run_1/m1.png
Scale bar: 20 um.
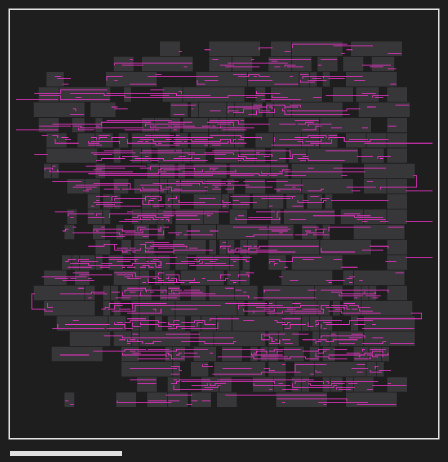
run_1/congestion_map.png
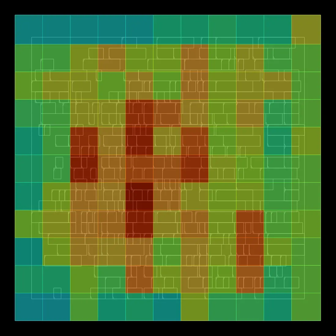
run_1/route_heat.png
15 x 15 tiles, from white (low) to dark blue (high), scaled to the fullest tile. Values are wire area over tile area, all layers added.
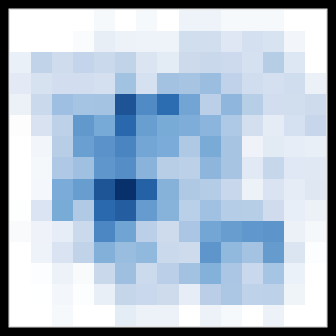
run_1/layers.png
Scale bar: 20 um. Two of the layers only.
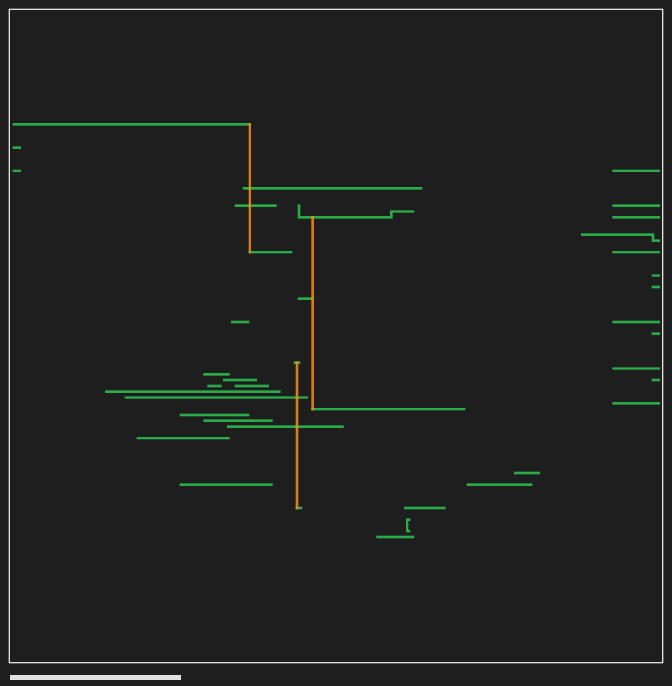
<file path="config.mk">
export PLATFORM = sky130hd
export DESIGN_NAME = fft_iter_addr_gen
export DESIGN_NICKNAME = d
export VERILOG_FILES = /design/src/rtl/fft_iter_addr_gen.sv
export SDC_FILE = /design/constraint.sdc
export NUM_CORES = 1
export LEC_CHECK = 0
export CAP_MARGIN = 20
export CORE_MARGIN = 4
export CORE_UTILIZATION = 54
export DETAILED_ROUTE_END_ITERATION = 10
export PLACE_DENSITY = 0.84
export SETUP_SLACK_MARGIN = 0.02
export SYNTH_ARGS = -nofsm -noshare
export SYNTH_HDL_FRONTEND = slang
export SYNTH_SLANG_ARGS = --single-unit
export TNS_END_PERCENT = 50
</file>
<file path="constraint.sdc">
create_clock -name CLK -period 4.5 [get_ports CLK]
set_clock_uncertainty 0.1 [all_clocks]
set_input_delay 1.125 -clock CLK [delete_from_list [all_inputs] [get_ports CLK]]
set_output_delay 1.125 -clock CLK [all_outputs]
set_load 0.01 [all_outputs]
</file>
<file path="src/rtl/fft_iter_addr_gen.sv">
// Address generator / write sequencer for the iterative radix-2 DIT FFT core.
// Turns controller strobes into butterfly read/write/twiddle addresses and write enables.
module fft_iter_addr_gen #(
    parameter int LAYERS      = 5,
    parameter int BUTTERFLYES = 16,
    parameter int LayWL       = 3,
    parameter int ButtWL      = 4
) (
    input  logic              CLK,
    input  logic              RST_N,
    input  logic              EN,
    input  logic              START,
    input  logic              ADDR_EN,
    input  logic              LAY_EN,
    input  logic              BUT_STROB,
    input  logic              Wr,
    input  logic              FIRST,
    output logic [LAYERS-1:0] RD_ADDR_A,
    output logic [LAYERS-1:0] RD_ADDR_B,
    output logic [LAYERS-1:0] WR_ADDR_A,
    output logic [LAYERS-1:0] WR_ADDR_B,
    output logic [ButtWL-1:0] TW_ADDR,
    output logic              WE,
    output logic              BUSY,
    output logic              DONE,
    output logic              SYNC_ERR
);
    localparam int WCW = LayWL + ButtWL;

    logic [ButtWL-1:0] b, nb;
    logic [LayWL-1:0]  l, nl;
    logic [WCW-1:0]    wcnt;
    logic              iss_done;
    logic              last_wrap;

    logic              adv, wrap, fin, lay_ok;
    logic [LAYERS-1:0] span, grp, a_n, b_n;
    logic [ButtWL-1:0] pos, tw_n;

    always_comb begin
        adv    = BUSY && ADDR_EN && !iss_done;
        wrap   = adv && (b == ButtWL'(BUTTERFLYES-1)) && (l != LayWL'(LAYERS-1));
        fin    = adv && (b == ButtWL'(BUTTERFLYES-1)) && (l == LayWL'(LAYERS-1));
        nb     = wrap ? '0 : b + ButtWL'(1);
        nl     = wrap ? l + LayWL'(1) : l;
        // A inserts a zero bit at position nl into nb; B sets that bit.
        span   = LAYERS'(1) << nl;
        pos    = nb & ButtWL'(span - LAYERS'(1));
        grp    = LAYERS'(nb) >> nl;
        a_n    = (grp << (nl + LayWL'(1))) | LAYERS'(pos);
        b_n    = a_n + span;
        tw_n   = pos << (LAYERS - 1 - int'(nl));
        // LAY_EN is only legal right after (or together with) a wrapping ADDR_EN.
        lay_ok = adv ? wrap : last_wrap;
    end

    always_ff @(posedge CLK or negedge RST_N) begin
        if (!RST_N) begin
            b         <= '0;
            l         <= '0;
            wcnt      <= '0;
            iss_done  <= 1'b0;
            last_wrap <= 1'b0;
            RD_ADDR_A <= '0;
            RD_ADDR_B <= '0;
            WR_ADDR_A <= '0;
            WR_ADDR_B <= '0;
            TW_ADDR   <= '0;
            WE        <= 1'b0;
            BUSY      <= 1'b0;
            DONE      <= 1'b0;
            SYNC_ERR  <= 1'b0;
        end else if (EN) begin
            WE   <= 1'b0;
            DONE <= 1'b0;
            if (START) begin
                b         <= '0;
                l         <= '0;
                wcnt      <= '0;
                iss_done  <= 1'b0;
                last_wrap <= 1'b1;
                BUSY      <= 1'b1;
                SYNC_ERR  <= 1'b0;
                RD_ADDR_A <= '0;
                RD_ADDR_B <= LAYERS'(1);
                TW_ADDR   <= '0;
            end else if (BUSY) begin
                if (fin) begin
                    iss_done  <= 1'b1;
                    last_wrap <= 1'b0;
                end else if (adv) begin
                    b         <= nb;
                    l         <= nl;
                    last_wrap <= wrap;
                    RD_ADDR_A <= a_n;
                    RD_ADDR_B <= b_n;
                    TW_ADDR   <= tw_n;
                end
                if (BUT_STROB) begin
                    WR_ADDR_A <= RD_ADDR_A;
                    WR_ADDR_B <= RD_ADDR_B;
                    if (FIRST != (l == '0))
                        SYNC_ERR <= 1'b1;
                end
                if (LAY_EN && !lay_ok)
                    SYNC_ERR <= 1'b1;
                if (Wr) begin
                    WE   <= 1'b1;
                    wcnt <= wcnt + WCW'(1);
                    if (wcnt == WCW'(LAYERS*BUTTERFLYES-1)) begin
                        DONE <= 1'b1;
                        BUSY <= 1'b0;
                    end
                end
            end
        end
    end
endmodule
</file>
==> Changelog: implementation, run 1 <==
### Metrics

* Outcome: complete, no violations
* Count of input and output buffers at 36
* Flip-flop and latch share of the layout cell area at 35.0%
* WL final at 5.88 mm
* Comb gate area at 1300 um2
* XOR-XNOR Cells, Area Fraction at 4.52%
* Total count of hold-check failures in the final report at 0
* Number of distinct library cell variants in the gate-level netlist after synthesis at 56
* Total buffers and inverters traversed by the critical path at 2
* Proportion of power drawn by flip-flops and latches at 47.4%
* Power in the clock group at 350 uW
* DRT Pass-1 Iters at 4
* Floorplan-stage core utilization at 56.6%
* Number of cells on the critical path at 15
* Leakage at 1.42 nW
* Share of cell area taken by muxes after synthesis at 4.47%
* Capture endpoint of the worst hold path: WR_ADDR_B[0]
* DRC Markers at 0
* Reg-to-reg slack, setup at 0.65 ns
* Finished Cell Area at 3150 um2
* Synthesis area per yosys at 2520 um2
* Total number of vias at 2094
* Top achievable clock speed at 238 MHz
* Number of ordinary and repair buffers in the finished layout at 54
* Post-CTS Setup Inserts at 0
* Floorplan die width at 76.3 um
* Power consumption at 932 uW
* Area growth from synthesis to layout at 25.0%
* Initial DRC count at 124
* Detailed-routing wirelength on met1 at 2.72 mm
* R2r startpoint: l[1]
* Post-synth seq share at 43.7%
* Top-area cell type share of the netlist area at 43.7%
* Cell count after synthesis at 255
* Post-Route Hold Slack at 0.394 ns
* Setup repair after global routing missed its margin: false
* Top power group: registers
* Count of flip-flops with a built-in enable after synthesis at 0
* Largest stage delay, worst path at 0.49 ns
Notes on m1.png above:
wire length on this layer	2720 um
main direction	horizontal
nets with wire on the layer	293
longest straight run	24.4 um
share of all routed wire	46%

Notes on congestion_map.png above:
fin util: 70.8%
GR peak layer: met2

Notes on route_heat.png above:
nearly empty tiles	16%
tiles over half the peak	12%
fullest tile	0.65
mean over tiles	0.16
emptiest ninth of the die	bottom left

Notes on layers.png above:
color	layer	wire length
orange	M4	54.4 um
green	M3	269 um

run_1/closeup.png
Scale bar: 5 um. Region (47, 47) to (67, 67) um. Cells in gray, sequential cells in the stronger gray; small squares are vias.
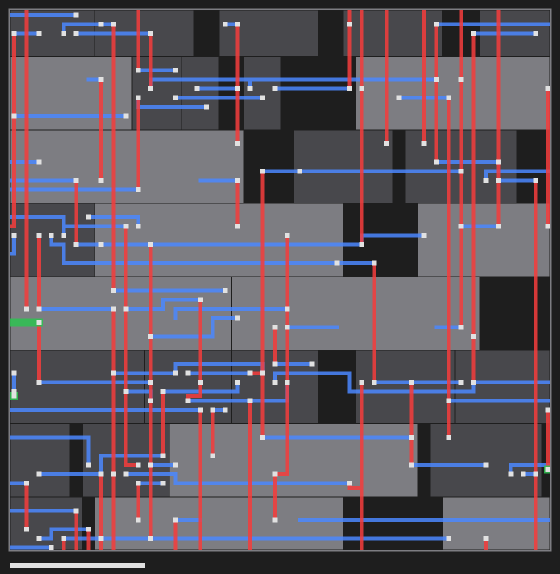

## Run 2: what changed since run 1
- HOLD_SLACK_MARGIN: default -> 0.15
- PLACE_DENSITY: 0.84 -> 0.79
run_2/closeup.png
Scale bar: 5 um. Region (47, 47) to (67, 67) um. Cells in gray, sequential cells in the stronger gray; small squares are vias.
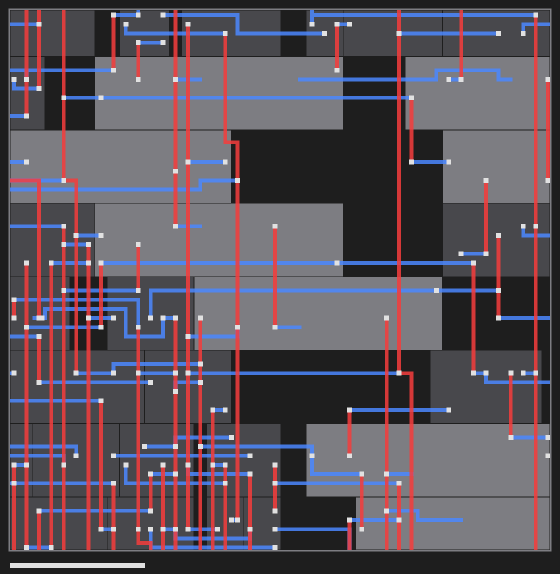
color	layer
blue	M1
red	M2
most frequent	dfrtp_1 (7), a22o_1 (4)
netlist names of flops here include	WR_ADDR_A (3), RD_ADDR_A (2)
cells with their middle in the window	26
sequential cells in the window	7

==> Changelog: implementation, run 2 <==
### Metrics

* Post-CTS Setup Inserts at 0 (unchanged)
* Proportion of power drawn by flip-flops and latches at 50.5% (+3.1 points)
* Flip-flop and latch share of the layout cell area at 35.6% (+0.64 points)
* Cell count after synthesis at 255 (unchanged)
* GR peak layer: met2
* Comb gate area at 1300 um2 (unchanged)
* Count of flip-flops with a built-in enable after synthesis at 0 (unchanged)
* Initial DRC count at 138 (+11%)
* DRC Markers at 0 (unchanged)
* Number of distinct library cell variants in the gate-level netlist after synthesis at 56 (unchanged)
* Floorplan-stage core utilization at 56.6% (unchanged)
* Area growth from synthesis to layout at 22.8%
* Largest stage delay, worst path at 0.49 ns (about the same)
* Synthesis area per yosys at 2520 um2 (unchanged)
* Outcome: complete, no violations
* R2r startpoint: l[1]
* XOR-XNOR Cells, Area Fraction at 4.52% (unchanged)
* DRT Pass-1 Iters at 4 (unchanged)
* Count of input and output buffers at 36 (unchanged)
* Total count of hold-check failures in the final report at 0 (unchanged)
* Finished Cell Area at 3090 um2 (-1.8%)
* Number of ordinary and repair buffers in the finished layout at 51 (-5.6%)
* Reg-to-reg slack, setup at 0.62 ns (-0.03 ns)
* Top-area cell type share of the netlist area at 43.7% (unchanged)
run_2/route_heat.png
15 x 15 tiles, from white (low) to dark blue (high), scaled to the fullest tile. Values are wire area over tile area, all layers added.
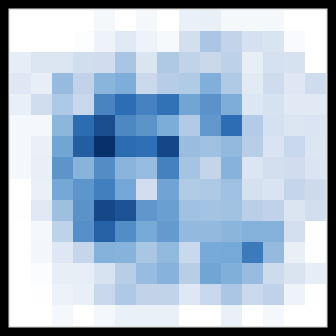
tiles over half the peak	17%
fullest tile	0.55
mean over tiles	0.15
densest ninth of the die	middle

Power figures rest on the tool's default switching activity, not on a simulated workload.
